## config.mk

```make
export PLATFORM = sky130hd
export DESIGN_NAME = systolic_feed_controller
export DESIGN_NICKNAME = d
export VERILOG_FILES = /design/src/rtl/systolic_feed_controller.sv
export SDC_FILE = /design/constraint.sdc
export NUM_CORES = 1
export LEC_CHECK = 0
export CORE_MARGIN = 2
export CORE_UTILIZATION = 23
export CTS_CLUSTER_SIZE = 28
export DETAILED_ROUTE_END_ITERATION = 8
export GPL_TIMING_DRIVEN = 0
export PLACE_DENSITY_LB_ADDON = 0.3
export SLEW_MARGIN = 10
export SYNTH_ARGS = -nofsm -noshare
export SYNTH_HDL_FRONTEND = slang
export SYNTH_SLANG_ARGS = --single-unit
```

## constraint.sdc

```tcl
create_clock -name clk -period 7.2 [get_ports clk]
set_clock_uncertainty 0.15 [all_clocks]
set_input_delay 1.44 -clock clk [delete_from_list [all_inputs] [get_ports clk]]
set_output_delay 1.44 -clock clk [all_outputs]
set_load 0.01 [all_outputs]
```

## src/rtl/systolic_feed_controller.sv

```systemverilog
// Sequencer for the 2x2 systolic convolution array (3x3 filter over a 4x4 tile).
// Collects 16 pixels and 9 taps, clears the array, drives the four skewed edge
// feeds for 14 cycles, waits out the array pipeline and holds the four results
// behind a valid/ready handshake.
module systolic_feed_controller #(
  parameter int DATA_W    = 8,
  parameter int DRAIN_CYC = 3
) (
  input  logic              clk,
  input  logic              rst,
  input  logic              start,
  input  logic              abort,
  output logic              busy,
  input  logic              load_valid,
  output logic              load_ready,
  input  logic [DATA_W-1:0] load_data,
  output logic [DATA_W-1:0] row_a,
  output logic [DATA_W-1:0] row_b,
  output logic [DATA_W-1:0] col_a,
  output logic [DATA_W-1:0] col_b,
  output logic              arr_clr,
  output logic              feed_valid,
  input  logic [DATA_W-1:0] c11_in,
  input  logic [DATA_W-1:0] c12_in,
  input  logic [DATA_W-1:0] c21_in,
  input  logic [DATA_W-1:0] c22_in,
  output logic              res_valid,
  input  logic              res_ready,
  output logic [DATA_W-1:0] res11,
  output logic [DATA_W-1:0] res12,
  output logic [DATA_W-1:0] res21,
  output logic [DATA_W-1:0] res22,
  output logic              done
);

  // Beats 0..15 are the tile (row-major), beats 16..24 the taps (row-major).
  localparam int NBEATS = 25;
  localparam logic [4:0] LAST_BEAT = 5'(NBEATS - 1);
  localparam logic [4:0] LAST_FEED = 5'd13;
  localparam logic [4:0] LAST_DRAIN = 5'(DRAIN_CYC - 1);

  typedef enum logic [2:0] {
    S_IDLE,
    S_LOAD,
    S_CLEAR,
    S_FEED,
    S_DRAIN,
    S_HOLD
  } state_t;

  state_t            state_q, state_d;
  logic [4:0]        cnt_q, cnt_d;
  logic [DATA_W-1:0] buf_q [NBEATS];
  logic [DATA_W-1:0] buf_d [NBEATS];
  logic [DATA_W-1:0] row_a_q, row_a_d, row_b_q, row_b_d;
  logic [DATA_W-1:0] col_a_q, col_a_d, col_b_q, col_b_d;
  logic [DATA_W-1:0] res11_q, res11_d, res12_q, res12_d;
  logic [DATA_W-1:0] res21_q, res21_d, res22_q, res22_d;
  logic              busy_q, busy_d, load_ready_q, load_ready_d;
  logic              arr_clr_q, arr_clr_d, feed_valid_q, feed_valid_d;
  logic              res_valid_q, res_valid_d, done_q, done_d;

  logic              feed_ld;
  logic [3:0]        nk;
  logic [5:0]        sel_a, sel_b;

  // Column-feed tap selector for feed index k: {hit, buffer index}.
  // Taps go out in reverse order (f33 first), three per group of four cycles,
  // the fourth cycle of each group being a zero bubble.
  function automatic logic [5:0] col_sel(input logic [3:0] k);
    if (k < 4'd11 && k[1:0] != 2'd3)
      col_sel = {1'b1, 5'd24 - 5'd3 * {3'b000, k[3:2]} - {3'b000, k[1:0]}};
    else
      col_sel = '0;
  endfunction

  // Next-state, buffer writes, feed schedule and result capture.
  always_comb begin
    state_d      = state_q;
    cnt_d        = cnt_q;
    buf_d        = buf_q;
    row_a_d      = '0;
    row_b_d      = '0;
    col_a_d      = '0;
    col_b_d      = '0;
    arr_clr_d    = 1'b0;
    feed_valid_d = 1'b0;
    res_valid_d  = 1'b0;
    done_d       = 1'b0;
    res11_d      = res11_q;
    res12_d      = res12_q;
    res21_d      = res21_q;
    res22_d      = res22_q;
    feed_ld      = 1'b0;
    nk           = '0;
    sel_a        = '0;
    sel_b        = '0;

    if (abort && state_q != S_IDLE) begin
      // Abort wins over everything; buffers and last results are kept.
      state_d = S_IDLE;
      cnt_d   = '0;
    end else begin
      case (state_q)
        S_IDLE: begin
          if (start) begin
            state_d = S_LOAD;
            cnt_d   = '0;
          end
        end
        S_LOAD: begin
          if (load_valid && load_ready_q) begin
            buf_d[cnt_q] = load_data;
            if (cnt_q == LAST_BEAT) begin
              state_d   = S_CLEAR;
              cnt_d     = '0;
              arr_clr_d = 1'b1;
            end else begin
              cnt_d = cnt_q + 5'd1;
            end
          end
        end
        S_CLEAR: begin
          state_d      = S_FEED;
          cnt_d        = '0;
          feed_ld      = 1'b1;
          nk           = 4'd0;
          feed_valid_d = 1'b1;
        end
        S_FEED: begin
          if (cnt_q == LAST_FEED) begin
            state_d = S_DRAIN;
            cnt_d   = '0;
          end else begin
            cnt_d        = cnt_q + 5'd1;
            feed_ld      = 1'b1;
            nk           = cnt_q[3:0] + 4'd1;
            feed_valid_d = 1'b1;
          end
        end
        S_DRAIN: begin
          if (cnt_q == LAST_DRAIN) begin
            state_d     = S_HOLD;
            cnt_d       = '0;
            res11_d     = c11_in;
            res12_d     = c12_in;
            res21_d     = c21_in;
            res22_d     = c22_in;
            res_valid_d = 1'b1;
            done_d      = 1'b1;
          end else begin
            cnt_d = cnt_q + 5'd1;
          end
        end
        S_HOLD: begin
          if (res_ready) begin
            state_d = S_IDLE;
          end else begin
            res_valid_d = 1'b1;
          end
        end
        default: begin
          state_d = S_IDLE;
          cnt_d   = '0;
        end
      endcase
    end

    // Feeds are registered: load the values for the upcoming feed index nk.
    if (feed_ld) begin
      if (nk < 4'd12)
        row_a_d = buf_q[{1'b0, nk}];
      if (nk >= 4'd1 && nk <= 4'd12)
        row_b_d = buf_q[{1'b0, nk} + 5'd3];
      sel_a = col_sel(nk);
      if (sel_a[5])
        col_a_d = buf_q[sel_a[4:0]];
      sel_b = col_sel(nk - 4'd2);
      if (nk >= 4'd2 && sel_b[5])
        col_b_d = buf_q[sel_b[4:0]];
    end

    busy_d       = (state_d != S_IDLE);
    load_ready_d = (state_d == S_LOAD);
  end

  // State, counters, buffers and registered outputs.
  always_ff @(posedge clk or negedge rst) begin
    if (!rst) begin
      state_q      <= S_IDLE;
      cnt_q        <= '0;
      for (int i = 0; i < NBEATS; i++) buf_q[i] <= '0;
      row_a_q      <= '0;
      row_b_q      <= '0;
      col_a_q      <= '0;
      col_b_q      <= '0;
      res11_q      <= '0;
      res12_q      <= '0;
      res21_q      <= '0;
      res22_q      <= '0;
      busy_q       <= 1'b0;
      load_ready_q <= 1'b0;
      arr_clr_q    <= 1'b0;
      feed_valid_q <= 1'b0;
      res_valid_q  <= 1'b0;
      done_q       <= 1'b0;
    end else begin
      state_q      <= state_d;
      cnt_q        <= cnt_d;
      buf_q        <= buf_d;
      row_a_q      <= row_a_d;
      row_b_q      <= row_b_d;
      col_a_q      <= col_a_d;
      col_b_q      <= col_b_d;
      res11_q      <= res11_d;
      res12_q      <= res12_d;
      res21_q      <= res21_d;
      res22_q      <= res22_d;
      busy_q       <= busy_d;
      load_ready_q <= load_ready_d;
      arr_clr_q    <= arr_clr_d;
      feed_valid_q <= feed_valid_d;
      res_valid_q  <= res_valid_d;
      done_q       <= done_d;
    end
  end

  assign busy       = busy_q;
  assign load_ready = load_ready_q;
  assign row_a      = row_a_q;
  assign row_b      = row_b_q;
  assign col_a      = col_a_q;
  assign col_b      = col_b_q;
  assign arr_clr    = arr_clr_q;
  assign feed_valid = feed_valid_q;
  assign res_valid  = res_valid_q;
  assign res11      = res11_q;
  assign res12      = res12_q;
  assign res21      = res21_q;
  assign res22      = res22_q;
  assign done       = done_q;

endmodule

```

### Port wiring, run 1

Scale: 1.5 px per µm.
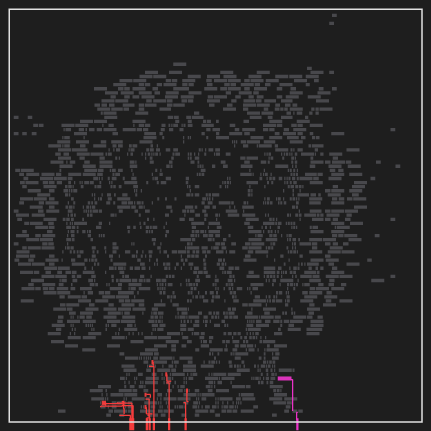
| color | port | bits | direction | edge | end cells | buffers | wire |
|---|---|---|---|---|---|---|---|
| red | c12_in | 8 | input | bottom | 8 | 8 | 225 µm |
| magenta | busy | 1 | output | bottom | 1 | 1 | 28.2 µm |
# IOs: 116
PortBufs: 114

### Cells by drive strength, run 1

Scale: 1.5 px per µm.
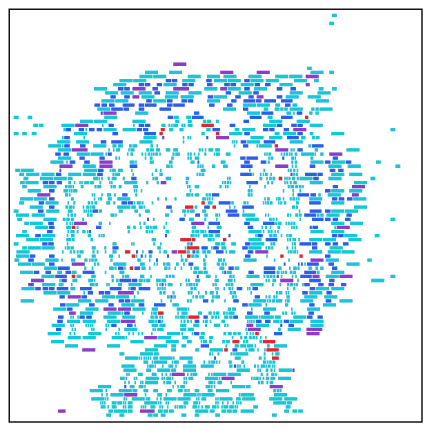
| color | size | cells |
|---|---|---|
| cyan | x1 and smaller | 1413 |
| red | x3 and x4 | 31 |
| blue | x2 | 312 |
| purple | x6 and larger | 54 |
non-clock buffer count: 245
crit path setup slack, layout: 0.09628 ns
post-route design area: 20560 µm²
area grow syn2layout: 22.46%

### Signal wires on met1, run 1

Scale: 2 px per µm. Supply wires on this layer in gray. Cells faint in the background.
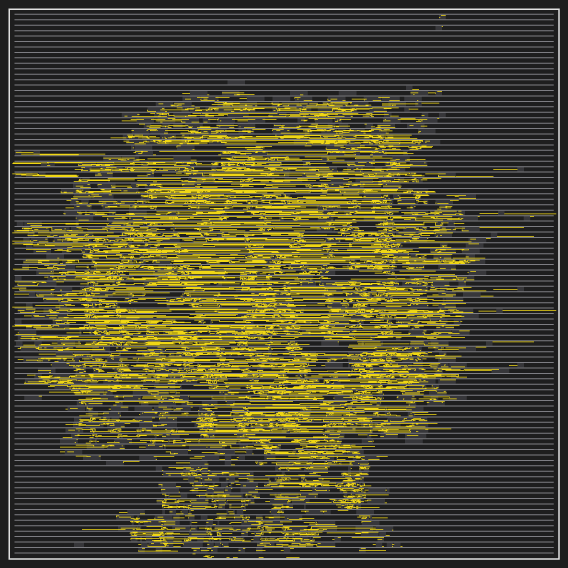
nets with wire on the layer: 1731
longest straight run: 151 µm
grt met1 use: 0.2740
via count: 14.99k
total wire length: 77.38 mm

==> flow report, run 1 <==
OUTCOME
----------------------------------------------------------------------------------
Result of the run                                                        completed

YOSYS
----------------------------------------------------------------------------------
Predominant post-synthesis flop cell                                       dfrtp_1
Number of cells produced by synthesis                                         1630
Simple Share, Synth                                                         0.1458
Unique cell types                                                               78
Post-synthesis instance area                                             16790 µm²
Seq/Total Area, Yosys                                                       0.4144
Top post-synthesis cells by area                                      dfrtp_1 (41%), mux2_2 (14%), nand2_1 (7.1%)
Adder-cell share of the synthesized area                                   0.01953
Top cell area share                                                         0.4144
Top logic cell family in the synthesized netlist                      multiplexers
Cell total in the yosys stat output                                           1630
Total of warnings raised by yosys                                                0
Average size of a mapped cell                                            10.30 µm²

FLOORPLAN
----------------------------------------------------------------------------------
Die Ht                                                                    274.2 µm
Floorplan die area                                                       75170 µm²
Fraction of the core area occupied by cells at floorplan                    0.2313
Core outline area                                                        72590 µm²

WORST SETUP PATH
----------------------------------------------------------------------------------
Buf+Inv Stages, Crit Path                                                        7
Kind of critical path                                                 input pin to flop
Length in cells of the worst reg-to-reg path                                    23
Arrival time worst endpoint                                                7.33 ns
Crit-path max FO                                                                15
Critical R2R Capture                                                      col_b[5]
Critical path launch point type                                          input pin
Slowest cell on the critical path                                        a2111oi_1

TIMING
----------------------------------------------------------------------------------
Period minus WS final                                                     7.104 ns
Setup repair after global routing missed its margin                           true
Slew headroom                                                               0.1549
Final-report max-slew violation count                                            0

CLOCKING
----------------------------------------------------------------------------------
Number of CTS-inserted buffers                                                  35
Depth of the CTS H-tree                                                          2
Number of clock sinks                                                          278
Clock Path Buffers                                                               3
Buffer cell driving the clock tree root                                  clkbuf_16
Clock network latency to the later pin of the worst-skew pair              0.56 ns

ROUTE
----------------------------------------------------------------------------------
Remaining number of nets flagged by the antenna check after routing              0
Mean routed wirelength per cell                                           27.91 µm
Number of DRC markers in iteration 0                                          1834

GLOBAL ROUTING
----------------------------------------------------------------------------------
Maximum number of pins on one net before global-route repair                   103

CELLS AND AREA
----------------------------------------------------------------------------------
Post-layout nets                                                              1859
End-of-flow core utilization                                                0.2832
Fraction of layout cells with a size suffix above 1                         0.2193

PWR
----------------------------------------------------------------------------------
Static Leakage                                                            8.648 nW

WORST HOLD PATH
----------------------------------------------------------------------------------
Type of the tightest min-delay check                                  flop to flop

FLOW RUN
----------------------------------------------------------------------------------
Max-cap viol count                                                               0

-- run 1: layout make-up --
class | count | area (µm²) | area share
Multi-Input combinational cell | 1201 | 9301 | 0.4524
Sequential cell | 278 | 6957 | 0.3384
Timing Repair Buffer | 122 | 1246 | 0.06061
Tap cell | 959 | 1200 | 0.05836
Clock buffer | 48 | 1037 | 0.05045
Buffer | 123 | 543.0 | 0.02641
Clock inverter | 11 | 166.4 | 0.008094
Inverter | 27 | 101.3 | 0.004929
Antenna cell | 3 | 7.507 | 0.0003651
-- run 1: state kept, by name (all words and copies together), names as in the netlist, 3 cells and up --
register,flops
col_a,8
res12,8
res11,8
state_q,3
row_b,8
buf_q,200
col_b,8
cnt_q,5
res21,8
row_a,8
res22,8
-- run 1: power by group --
| group | internal [mW] | switching, mW | total [mW] | leakage, nW |
|---|---|---|---|---|
| Combinational | 0.134 | 0.169 | 0.303 | 4.24 |
| Sequential | 1.60 | 0.0841 | 1.69 | 3.82 |
| Clock | 1.15 | 0.712 | 1.86 | 0.584 |
| Total | 2.89 | 0.965 | 3.85 | 8.65 |
-- run 1: worst max path at each step --
stage	start	to	cells after the start
after floorplan	abort	col_b[5]	24
after global placement	rst	row_b[6]	1
after detailed placement	abort	col_b[6]	22
after CTS	abort	col_b[2]	23
after global routing	abort	col_b[5]	22
final	abort	col_b[5]	22
-- run 1: cell usage after synthesis (all sizes together), types with 9 or more instances --
cell      n
nand2   319
dfrtp   278
mux2    212
clkbuf   82
a21oi    69
mux2i    60
mux4     50
buf      42
nor2     41
a211oi   40
a31oi    38
o21ai    37
nand3    29
nor3     29
inv      26
nor2b    26
and3     25
ha       23
a221oi   21
o211ai   11
o22ai    11
a22oi    10
and2      9
nand4     9
o32ai     9
-- run 1: worst min-delay path, cell delays in order, from the launching register on --
cell and delay [ns]:
dfrtp_1 0.33, nand2_1 0.05, nand2_1 0.06
-- run 1: layout by cell type (no fill, tap or decap), drive strengths merged, types with 7 or more instances in the layout --
cell	instances
and3	25
o211ai	11
nand4	9
ha	23
nor2b	26
a211oi	40
o31ai	7
inv	27
mux2	212
nand2	319
a21oi	69
clkdlybuf4s50	113
buf	51
a32oi	7
and2	9
o32ai	9
o21ai	37
dfrtp	278
a221oi	21
a21o	7
clkbuf	129
nor3	29
a31oi	38
a32o	7
nor2	41
a2111oi	7
mux2i	60
nand2b	8
a22oi	10
mux4	50
o22ai	11
nand3	29
-- run 1: metrics by stage --
step                worst slack [ns]  setup TNS [ns]  instances  power, mW
floorplan                     0.4289               0       1630      1.815
global route              -0.0001288      -0.0001288       2769      3.990
global placement              -7.523        -2094.20       2703      1.999
CTS                           0.1101               0       2765      3.881
finish                       0.09628               0       2772      3.852
detailed placement            -1.992          -15.44       2705      2.005
-- run 1: repair_timing --
action | CTS | global route
setup endpoints to repair | 8 | 13
setup buffers | 2 | 4
resized | 15 | 14
hold buffers | 0 | 0
pin swaps | 2 | 1
-- run 1: routing by layer --
metal	global-route usage	vias to the layer above	wire length, µm
met5	0	-	0
met4	0.08338	0	3413
met3	0.04563	173	7310
met2	0.3215	823	34560
met1	0.2740	7636	32090
li1	-	6358	-
### Cell area per tile, run 1

Scale: 1.5 px per µm. 27 x 27 tiles, from dark blue (low) to red (high), 0 to 100% covered.
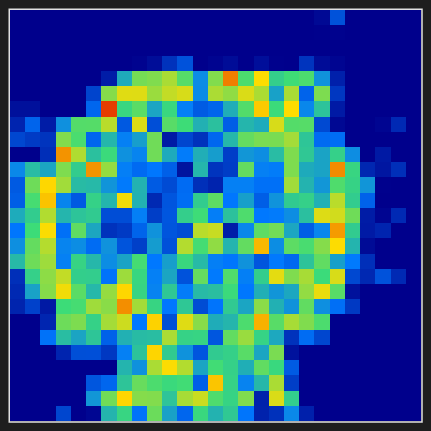

==> run 1 -> run 2 <==
- CTS_BUF_LIST: unset -> sky130_fd_sc_hd__clkbuf_4
### Cell area per tile, run 2

Scale: 1.5 px per µm. 27 x 27 tiles, from dark blue (low) to red (high), 0 to 100% covered.
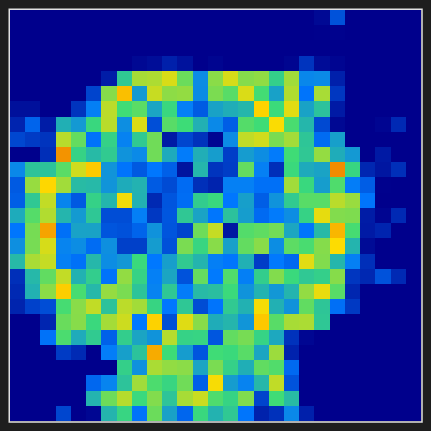
mean over tiles: 25%
densest ninth of the die: bottom middle
nearly empty tiles: 35%
fullest tile: 84%
tiles over 75% full: 1.6%

==> flow report, run 2 <==
CELLS AND AREA
----------------------------------------------------------------------------------
Most numerous logic cell after layout                                      nand2_1
Most flop-heavy register                                                     buf_q
End-of-flow core utilization                                                0.2802   -0.003068
Post-route design area                                                   20340 µm²   -1.1%
Post-layout nets                                                              1900   +2.2%
Number of flip-flops in the largest register                                   200   unchanged
Non-filler instance count after layout                                        2845   +2.6%
Area grow syn2layout                                                        21.14%
Most frequent cells in the layout                                     nand2_1 (318), dfrtp_1 (278), mux2_2 (212)

WORST SETUP PATH
----------------------------------------------------------------------------------
Critical path launch point type                                          input pin
Slowest cell on the critical path                                         clkbuf_1
Kind of critical path                                                 input pin to flop
Arrival time worst endpoint                                                7.50 ns   +0.17 ns
Crit-path max FO                                                                12   -3

CLOCKING
----------------------------------------------------------------------------------
Depth of the CTS H-tree                                                          3   +1
Number of clock sinks                                                          278   unchanged
Clock Path Buffers                                                               3   unchanged
Number of CTS-inserted buffers                                                  81   +130%

OUTCOME
----------------------------------------------------------------------------------
Result of the run                                                        completed

ROUTE
----------------------------------------------------------------------------------
Wire length on met1                                                       32.11 mm   about the same
Remaining number of nets flagged by the antenna check after routing              0   unchanged
Total wire length                                                         77.60 mm   +0.29%
Total length of routed met3 wires                                         7.162 mm   -2.0%
Detail Route met2 WL                                                      34.93 mm   +1.1%
Via count                                                                   15.35k   +2.4%
Mean routed wirelength per cell                                           27.28 µm   -2.3%

PLACEMENT
----------------------------------------------------------------------------------
Worst setup slack before clock tree synthesis                            -1.992 ns   unchanged

FLOORPLAN
----------------------------------------------------------------------------------
# IOs                                                                          116   unchanged
Floorplan die area                                                       75170 µm²   unchanged
Fraction of the core area occupied by cells at floorplan                    0.2313   unchanged
Core outline area                                                        72590 µm²   unchanged

YOSYS
----------------------------------------------------------------------------------
Number of cells produced by synthesis                                         1630   unchanged
Unique cell types                                                               78   unchanged
Average size of a mapped cell                                            10.30 µm²   unchanged
Seq/Total Area, Yosys                                                       0.4144   unchanged
Synth cell count leaders                                              nand2_1 (319), dfrtp_1 (278), mux2_2 (212)
Total of warnings raised by yosys                                                0   unchanged
Top post-synthesis cells by area                                      dfrtp_1 (41%), mux2_2 (14%), nand2_1 (7.1%)
Post-synthesis instance area                                             16790 µm²   unchanged
Predominant post-synthesis flop cell                                       dfrtp_1

TIMING
----------------------------------------------------------------------------------
Final-report max-slew violation count                                            0   unchanged
Setup Total Neg Slack                                                         0 ns   unchanged
Slew headroom                                                               0.1648   +0.009855

PWR
----------------------------------------------------------------------------------
Post-layout power                                                         3.567 mW   -7.4%
Static Leakage                                                            8.650 nW   about the same

GLOBAL ROUTING
----------------------------------------------------------------------------------
Maximum number of pins on one net before global-route repair                   103   unchanged

WORST HOLD PATH
----------------------------------------------------------------------------------
Type of the tightest min-delay check                                  flop to flop

### Cells by drive strength, run 2

Scale: 1.5 px per µm.
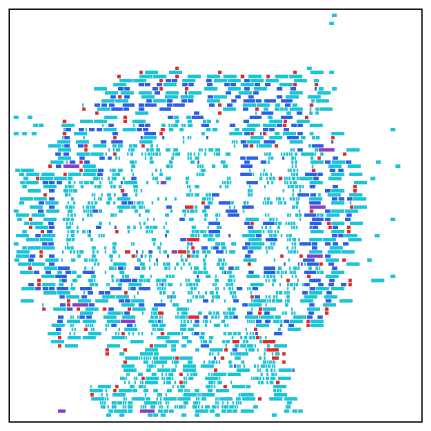
| color | size | cells |
|---|---|---|
| purple | x6 and larger | 10 |
| cyan | x1 and smaller | 1425 |
| red | x3 and x4 | 132 |
| blue | x2 | 311 |
crit path setup slack, layout: 0.1862 ns
non-clock buffer count: 240

==> run 2: worst reg2reg max path: stages, from the launching register on <==
cell      delay, ns
dfrtp_1        0.46
ha_1           0.27
and4b_4        0.24
nor4b_4        0.27
nand2_2        0.26
clkbuf_4       0.35
ha_1           0.35
inv_1          0.13
a21oi_2        0.07
or2_2          0.32
ha_1           0.28
inv_1          0.04
ha_1           0.27
inv_1          0.05
ha_1           0.49
buf_1          0.64
clkbuf_1       0.69
nor2_4         0.23
a221oi_1       0.51
a22oi_1        0.21
a211oi_1       0.51
==> run 2: where the power goes <==
part / total [mW] / internal, mW / switching, mW
combinational: 0.302 / 0.134 / 0.167
sequential: 1.69 / 1.60 / 0.0837
clock: 1.58 / 0.879 / 0.698
total: 3.57 / 2.62 / 0.949
==> run 2: path summary, 6_finish.rpt <==
| path | startpoint | to | depth (start not counted) |
|---|---|---|---|
| setup / recovery | abort | col_a[5] | 16 |
| hold / removal | res11[2] | res11[2] | 2 |
| setup reg to reg | cnt_q[0] | col_b[7] | 20 |
| hold reg to reg | res11[2] | res11[2] | 2 |
| max in group asynchronous | rst | row_b[7] | 2 |
| min in group asynchronous | rst | res12[0] | 1 |
==> run 2: cells by family (layout without fill, tap and decap cells) <==
family,count (synthesis),count (layout),share of synthesized area
AOI/OAI and AO/OA,320,320,0.1324
xor gates and xnor gates,8,8,0.005068
adders and majority gates,25,25,0.01953
buffers and inverters,151,399,0.03786
DFF,278,278,0.4144
muxes,322,322,0.2450
other,0,8,0
and+or+nand+nor,526,526,0.1458
==> run 2: cell type report <==
cell class / instances / area (µm²)
timing repair buffer: 118 / 1216
fill: 7754 / 52250
clock buffer: 110 / 825.8
buffer: 122 / 535.5
antenna: 8 / 20.02
tap: 959 / 1200
inverter: 27 / 101.3
multi-input combinational: 1201 / 9260
clock inverter: 22 / 221.5
sequential: 278 / 6957
==> run 2: routing by layer <==
| metal | vias up | global-route usage |
|---|---|---|
| li1 | 6479 | - |
| met1 | 7750 | 0.2728 |
| met2 | 917 | 0.3245 |
| met3 | 203 | 0.05141 |
| met4 | 0 | 0.08524 |
| met5 | - | 0 |
==> run 2: timing repair <==
item | in CTS | in global routing
gates cloned | 0 | 0
gates resized | 16 | 1
hold endpoints to repair | 0 | 0
hold buffers | 0 | 0
pin swaps | 1 | 2
buffers inserted | 1 | 1
setup endpoints to repair | 8 | 8
Power and IR drop assume default switching activity.
